Fig. 1: close-up of the layout
The bar under the picture is 5 um long. Window x 51 to 71, y 68 to 88 um. Cells in gray, sequential cells in the stronger gray; small squares are vias.
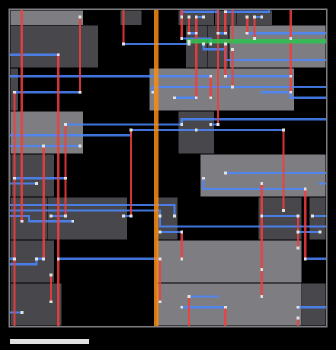
Fig. 2: gate families picked out
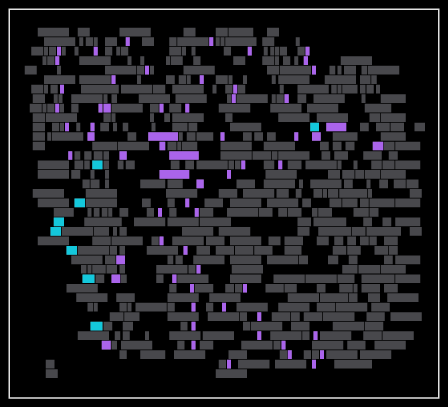
Fig. 3: the clock network
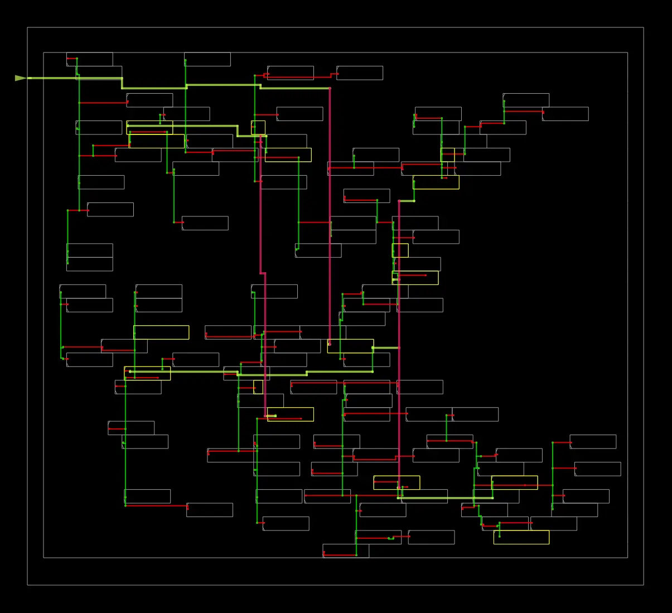
==> src/rtl/bcd_digit_scanner.sv <==
// bcd_digit_scanner: snapshots NUM_FIELDS binary fields, converts each to two
// BCD digits with a bit-serial double-dabble engine, double-buffers the digits
// and time-multiplexes them (MSD first) onto a single BCD/dp output with a
// one-hot digit select. Display updates only on frame boundaries (no tearing).
module bcd_digit_scanner #(
  parameter int NUM_FIELDS  = 3,
  parameter int FIELD_WIDTH = 7,
  parameter int SCAN_DIV    = 16
) (
  input  logic                              i_clk,
  input  logic                              i_reset_n,
  input  logic                              i_en,
  input  logic                              i_load,
  input  logic [NUM_FIELDS*FIELD_WIDTH-1:0] i_fields,
  input  logic [2*NUM_FIELDS-1:0]           i_dp,
  input  logic                              i_blank_lz,
  output logic                              o_busy,
  output logic [3:0]                        o_bcd,
  output logic                              o_dp,
  output logic                              o_blank,
  output logic [2*NUM_FIELDS-1:0]           o_digit_sel
);

  localparam int D          = 2 * NUM_FIELDS;
  localparam int TOTAL_BITS = NUM_FIELDS * FIELD_WIDTH;
  localparam int FLD_W      = (NUM_FIELDS > 1) ? $clog2(NUM_FIELDS) : 1;
  localparam int BIT_W      = $clog2(FIELD_WIDTH);
  localparam int DW_W       = $clog2(SCAN_DIV);
  localparam int IDX_W      = $clog2(D);

  typedef enum logic [1:0] {
    S_IDLE,
    S_SHIFT,
    S_WAIT
  } state_t;

  state_t                  r_state;
  state_t                  w_state_nxt;

  logic [TOTAL_BITS-1:0]   r_snap;
  logic [FLD_W-1:0]        r_fld;
  logic [BIT_W-1:0]        r_bit;
  logic [7:0]              r_acc;
  logic [FIELD_WIDTH-1:0]  r_bin;
  logic [3:0]              r_pend [D];
  logic [3:0]              r_disp [D];
  logic [DW_W-1:0]         r_dwell;
  logic [IDX_W-1:0]        r_idx;

  logic                    w_in_bit;
  logic [7:0]              w_adj;
  logic [7:0]              w_acc_nxt;
  logic [FIELD_WIDTH-1:0]  w_bin_nxt;
  logic                    w_ovf;
  logic [3:0]              w_tens;
  logic [3:0]              w_ones;
  logic                    w_last_bit;
  logic                    w_field_done;
  logic                    w_tick;
  logic                    w_boundary;
  logic [3:0]              w_cur;

  // Double-dabble step: adjust nibbles >=5, then shift in the next field bit.
  // The snapshot is shifted left as a whole, so its MSB walks through the
  // fields highest-first, MSB-first. A plain binary copy of the field is built
  // alongside so overflow (>=100) can be detected on the last bit.
  always_comb begin
    w_in_bit     = r_snap[TOTAL_BITS-1];
    w_adj[7:4]   = (r_acc[7:4] >= 4'd5) ? r_acc[7:4] + 4'd3 : r_acc[7:4];
    w_adj[3:0]   = (r_acc[3:0] >= 4'd5) ? r_acc[3:0] + 4'd3 : r_acc[3:0];
    w_acc_nxt    = 8'({w_adj, w_in_bit});
    w_bin_nxt    = FIELD_WIDTH'({r_bin, w_in_bit});
    w_ovf        = 8'(w_bin_nxt) >= 8'd100;
    w_tens       = w_ovf ? 4'hF : w_acc_nxt[7:4];
    w_ones       = w_ovf ? 4'hF : w_acc_nxt[3:0];
    w_last_bit   = (r_bit == BIT_W'(FIELD_WIDTH - 1));
    w_field_done = (r_state == S_SHIFT) && w_last_bit;
  end

  // Scan timing: terminal dwell count and frame boundary (frozen when disabled).
  always_comb begin
    w_tick     = i_en && (r_dwell == DW_W'(SCAN_DIV - 1));
    w_boundary = w_tick && (r_idx == IDX_W'(D - 1));
  end

  // Conversion FSM state register.
  always_ff @(posedge i_clk or negedge i_reset_n) begin
    if (!i_reset_n) r_state <= S_IDLE;
    else            r_state <= w_state_nxt;
  end

  // Conversion FSM next-state logic.
  always_comb begin
    w_state_nxt = r_state;
    case (r_state)
      S_IDLE:  if (i_load) w_state_nxt = S_SHIFT;
      S_SHIFT: if (w_field_done && (r_fld == '0)) w_state_nxt = S_WAIT;
      S_WAIT:  if (w_boundary) w_state_nxt = S_IDLE;
      default: w_state_nxt = S_IDLE;
    endcase
  end

  // Conversion datapath: snapshot, bit-serial conversion, pending/display buffers.
  always_ff @(posedge i_clk or negedge i_reset_n) begin
    if (!i_reset_n) begin
      r_snap <= '0;
      r_fld  <= '0;
      r_bit  <= '0;
      r_acc  <= '0;
      r_bin  <= '0;
      for (int unsigned k = 0; k < D; k++) begin
        r_pend[k] <= '0;
        r_disp[k] <= '0;
      end
    end else begin
      case (r_state)
        S_IDLE: begin
          if (i_load) begin
            r_snap <= i_fields;
            r_fld  <= FLD_W'(NUM_FIELDS - 1);
            r_bit  <= '0;
            r_acc  <= '0;
            r_bin  <= '0;
          end
        end
        S_SHIFT: begin
          r_snap <= r_snap << 1;
          if (w_last_bit) begin
            r_bit <= '0;
            r_acc <= '0;
            r_bin <= '0;
            r_fld <= r_fld - FLD_W'(1);
            // Field f owns digit indices 2*(N-1-f) (tens) and +1 (ones).
            for (int unsigned f = 0; f < NUM_FIELDS; f++) begin
              if (r_fld == FLD_W'(f)) begin
                r_pend[2*(NUM_FIELDS-1-f)]   <= w_tens;
                r_pend[2*(NUM_FIELDS-1-f)+1] <= w_ones;
              end
            end
          end else begin
            r_bit <= r_bit + BIT_W'(1);
            r_acc <= w_acc_nxt;
            r_bin <= w_bin_nxt;
          end
        end
        S_WAIT: begin
          if (w_boundary) begin
            for (int unsigned k = 0; k < D; k++) r_disp[k] <= r_pend[k];
          end
        end
        default: ;
      endcase
    end
  end

  // Scanner: dwell counter and digit index, both held while disabled.
  always_ff @(posedge i_clk or negedge i_reset_n) begin
    if (!i_reset_n) begin
      r_dwell <= '0;
      r_idx   <= '0;
    end else if (i_en) begin
      if (w_tick) begin
        r_dwell <= '0;
        r_idx   <= (r_idx == IDX_W'(D - 1)) ? '0 : r_idx + IDX_W'(1);
      end else begin
        r_dwell <= r_dwell + DW_W'(1);
      end
    end
  end

  // Display outputs, combinational from the registered index and display buffer.
  always_comb begin
    w_cur       = r_disp[r_idx];
    o_busy      = (r_state != S_IDLE);
    o_bcd       = w_cur;
    o_dp        = i_dp[IDX_W'(D - 1) - r_idx];
    o_digit_sel = i_en ? (D'(1) << r_idx) : '0;
    o_blank     = !i_en || (i_blank_lz && (r_idx == '0) && (w_cur == 4'd0));
  end

endmodule

==> config.mk <==
export PLATFORM = sky130hd
export DESIGN_NAME = bcd_digit_scanner
export DESIGN_NICKNAME = d
export VERILOG_FILES = /design/src/rtl/bcd_digit_scanner.sv
export SDC_FILE = /design/constraint.sdc
export NUM_CORES = 1
export LEC_CHECK = 0
export ABC_CLOCK_PERIOD_IN_PS = 1850
export CAP_MARGIN = 15
export CORE_ASPECT_RATIO = 0.9
export CORE_MARGIN = 3
export CORE_UTILIZATION = 38
export CTS_CLUSTER_DIAMETER = 80
export CTS_CLUSTER_SIZE = 20
export DETAILED_ROUTE_END_ITERATION = 10
export GPL_ROUTABILITY_DRIVEN = 0
export PLACE_DENSITY_LB_ADDON = 0.08
export SYNTH_ARGS = -nofsm -noshare
export SYNTH_HDL_FRONTEND = slang
export SYNTH_SLANG_ARGS = --single-unit
==> constraint.sdc <==
create_clock -name i_clk -period 1.85 [get_ports i_clk]
set_input_delay 0.37 -clock i_clk [delete_from_list [all_inputs] [get_ports i_clk]]
set_output_delay 0.37 -clock i_clk [all_outputs]
set_load 0.1 [all_outputs]
==> impl_metrics.csv <==
group,metric,value,unit
outcome,status,"finished with violations",
outcome,violations,"setup timing",
synthesis,synth-edff-count,0,
clocking,clockBufferDepth,2,
power_and_ir_drop,power.leakage,0.00282,uW
detailed_routing,ant_nets,0,
run,cap_violations,0,
die,die_area,0.0136,mm2
synthesis,yosys-stat-cells,423,
synthesis,synth-async-reset-ratio,100,%
global_routing,grtUsageTotal,16.0,%
die,floorplan.core_util,39.8,%
clocking,clk_pin_slew_worst_paths,0.07,ns
timing,setup_viol,12,
worst_setup_path,criticalPathCategory,"reg -> out",
placed_design,place_hpwl,7340,um
worst_setup_path,r2r-start,"r_idx[1]",
timing,finalHoldViolCount,0,
global_routing,grt_antenna_before_repair,0,
worst_hold_path,hold_path_end,"r_disp[22]",
timing,worstMarginPinSlew,0.518,ns
timing,fmax,420,MHz
timing,setup_slack,-0.529,ns
global_routing,grt_first_pass_wirelength,17200,um
worst_hold_path,hold_depth,1,
synthesis,ys_seq_share,51.5,%
finish,design_area,0.00630,mm2
worst_setup_path,reg2reg_to,"r_disp[0]",
placed_design,placed_cell_area,0.00577,mm2
finish,fin_nets,555,
power_and_ir_drop,powerDensity,992,mW/mm2
detailed_routing,vias,3379,
synthesis,syn_area_per_cell,11.0,um2
synthesis,synth_nets,469,
clocking,cts_tree,"yes",
worst_setup_path,crit_chain,"buf_6 -> mux2_4 -> nand3_2 -> o221ai_4 -> o41ai_4 -> buf_12",
die,die_h,111,um
clocking,cts_root_buf,"clkbuf_16",
worst_setup_path,r2r_cells,7,
die,num_io_pins,45,
power_and_ir_drop,p_total,6250,uW
timing,min_period,2.38,ns
finish,drive_above_1_share,29.4,%
worst_setup_path,cp_max_fo,3,
synthesis,ys.warnings.count,0,
global_routing,first_global_vias,3294,
finish,syn_to_final_growth,35.1,%
detailed_routing,drc,0,
worst_setup_path,critPathMaxStageDelay,0.42,ns
worst_hold_path,hp-start,"r_pend[22]",
synthesis,netlist_area,0.00466,mm2
global_routing,overflow,0,
placed_design,placedCellCount,648,
die,coreArea,0.0117,mm2
timing,finalClockPeriodUsage,129,%
synthesis,ys_chip_area,0.00466,mm2
clocking,clock-sinks,96,
worst_setup_path,crit_arrival,2.01,ns
die,num_rows,37,
finish,fin_util,53.8,%
detailed_routing,avgRoutedWirePerCell,15.0,um
finish,fin_cells,670,
synthesis,ys_types,45,
timing,slew_headroom,65.2,%
worst_setup_path,worstSetupEndpointType,"output pin",
detailed_routing,via_per_inst,5.04,
worst_hold_path,worstHoldPathType,"reg -> reg",
synthesis,synthCells,423,
detailed_routing,drtIter0Drc,181,
worst_setup_path,slowest_stage,"o41ai_4",
worst_setup_path,rrSetupSlack,0.01,ns
detailed_routing,drtPass1Iterations,4,
detailed_routing,finalWirelength,10000,um
run,warnings,36,
synthesis,flop_cell,"dfrtp_1",
global_routing,grt_max_degree,41,
worst_setup_path,worstPathRequired,1.48,ns
clocking,htreeDepth,3,
synthesis,ys_ff,96,
worst_setup_path,crit_path_start_kind,"flop",
finish,nFillCells,1051,
placed_design,dp_slack,-0.200,ns
timing,rsz0062_at_grt,"true",
power_and_ir_drop,ir_drop,708,uV
placed_design,portBuffers,44,
timing,finalMaxSlewViolations,0,
Back to the opening pictures, Fig. 1:
M3 -> green
M4 -> orange
M1 -> blue
M2 -> red
sequential cells in the window = 6
netlist names of flops here include = `r_snap` (2), `r_state` (2)
most frequent = dfrtp_1 (6), buf_4 (3), nor2_1 (2)
cells with their middle in the window = 16

Back to the opening pictures, Fig. 2:
non-inverting ao/oa cells -> cyan  # cells 8, most used a22o_1
nor cells -> purple  # cells 63, most used nor2_1

Back to the opening pictures, Fig. 3:
Clk power: 2130 uW
clk ins delay skew pair: 0.35 ns
clock buffers: 9
Num CTS Buffers: 9
Final Skew: 0.00878 ns

==> how the worst max path moves through the flow <==
| stage | from | endpoint | slack (ns) | depth (start not counted) |
|---|---|---|---|---|
| after CTS | r_idx[1] | o_blank | -0.54 | 6 |
| after floorplan | r_idx[1] | o_blank | -1.07 | 5 |
| final | r_idx[1] | o_blank | -0.53 | 6 |
| after global routing | r_idx[1] | o_blank | -0.62 | 6 |
| after global placement | r_idx[0] | o_blank | -0.19 | 5 |
| after detailed placement | r_idx[0] | o_blank | -0.20 | 5 |
==> cell usage after synthesis (all sizes together) (8+ instances only) <==
library cell,n,area (um2)
a21oi,9,45.0
a31oi,43,269
buf,14,136
clkbuf,8,30.0
dfrtp,96,2400
ha,14,175
inv,13,48.8
mux2,29,402
mux2i,11,110
nand2,57,214
nor2,50,188
o21ai,16,80.1
==> where the power goes <==
group	switching (uW)	internal [uW]
clock network	803	1320
logic	930	773
registers	153	2270
==> logic make-up after synthesis <==
family                     Yosys count  share of synthesized area (%)
and+or+nand+nor                    141                           15.0
DFF                                 96                           51.5
AOI/OAI and AO/OA                   91                           12.4
muxes                               42                           11.9
buffers and inverters               35                           4.62
adders and majority gates           14                           3.76
xor gates and xnor gates             4                          0.751
==> layout by cell type (no fill, tap or decap), types with 3 or more instances in the layout <==
cell	count
mux2i_1	9
and2_4	3
xnor2_1	4
o31ai_1	3
nand2_1	55
nand3_1	3
nor2b_1	3
clkbuf_16	9
mux2_4	22
buf_12	17
ha_1	8
clkdlybuf4s50_1	29
buf_4	39
o22ai_1	3
dfrtp_1	96
ha_2	3
mux2_2	7
a22o_1	5
a21oi_1	8
nor2_1	49
nor3b_1	4
a31oi_1	43
bufinv_16	3
o21ai_0	14
buf_6	10
o221ai_4	3
nor4b_4	3
ha_4	3
inv_1	10
==> per-layer routing <==
metal	wire length (um)	global-route usage (%)
met3	330	3.72
met2	4410	23.0
met5	0	0
met1	5120	23.5
met4	164	5.82
==> state kept, by name, summed over array words and instances (netlist names) <==
register,count
r_idx,3
r_pend,24
r_snap,21
r_dwell,4
r_fld,2
r_state,2
r_bin,5
r_bit,3
r_acc,8
r_disp,24
==> per-stage QoR <==
stage / setup TNS (ns) / hold slack [ns]
after floorplan: -3.20 / 0.0744
after global placement: -3.24 / 0.371
after detailed placement: -3.28 / 0.371
after CTS: -3.60 / 0.510
after global routing: -6.29 / 0.518
final: -3.58 / 0.507
==> worst max-delay path: cells and delay by family (launching register included) <==
kind                   cells  cell delay, ns
flip-flops                 1            0.40
AND-OR/OR-AND              2            0.54
buffers and inverters      2            0.35
multiplexers               1            0.29
AND/OR/NAND/NOR            1            0.09
==> final cells by class <==
cell class | count | area, um2 | area share, %
Multi-Input combinational cell | 292 | 2250 | 35.7
Clock buffer | 9 | 225 | 3.57
Sequential cell | 96 | 2400 | 38.1
Timing Repair Buffer | 97 | 1050 | 16.7
Clock inverter | 7 | 119 | 1.89
Inverter | 13 | 53.8 | 0.854
Tap cell | 156 | 195 | 3.10
==> what timing repair did <==
action | in CTS | in global routing
hold endpoints to repair | 1 | 0
pin swaps | 1 | 1
gates resized | 31 | 8
setup endpoints to repair | 12 | 41
hold buffers | 1 | 0
buffers inserted | 3 | 3
Power is estimated from default activity; no workload was simulated.
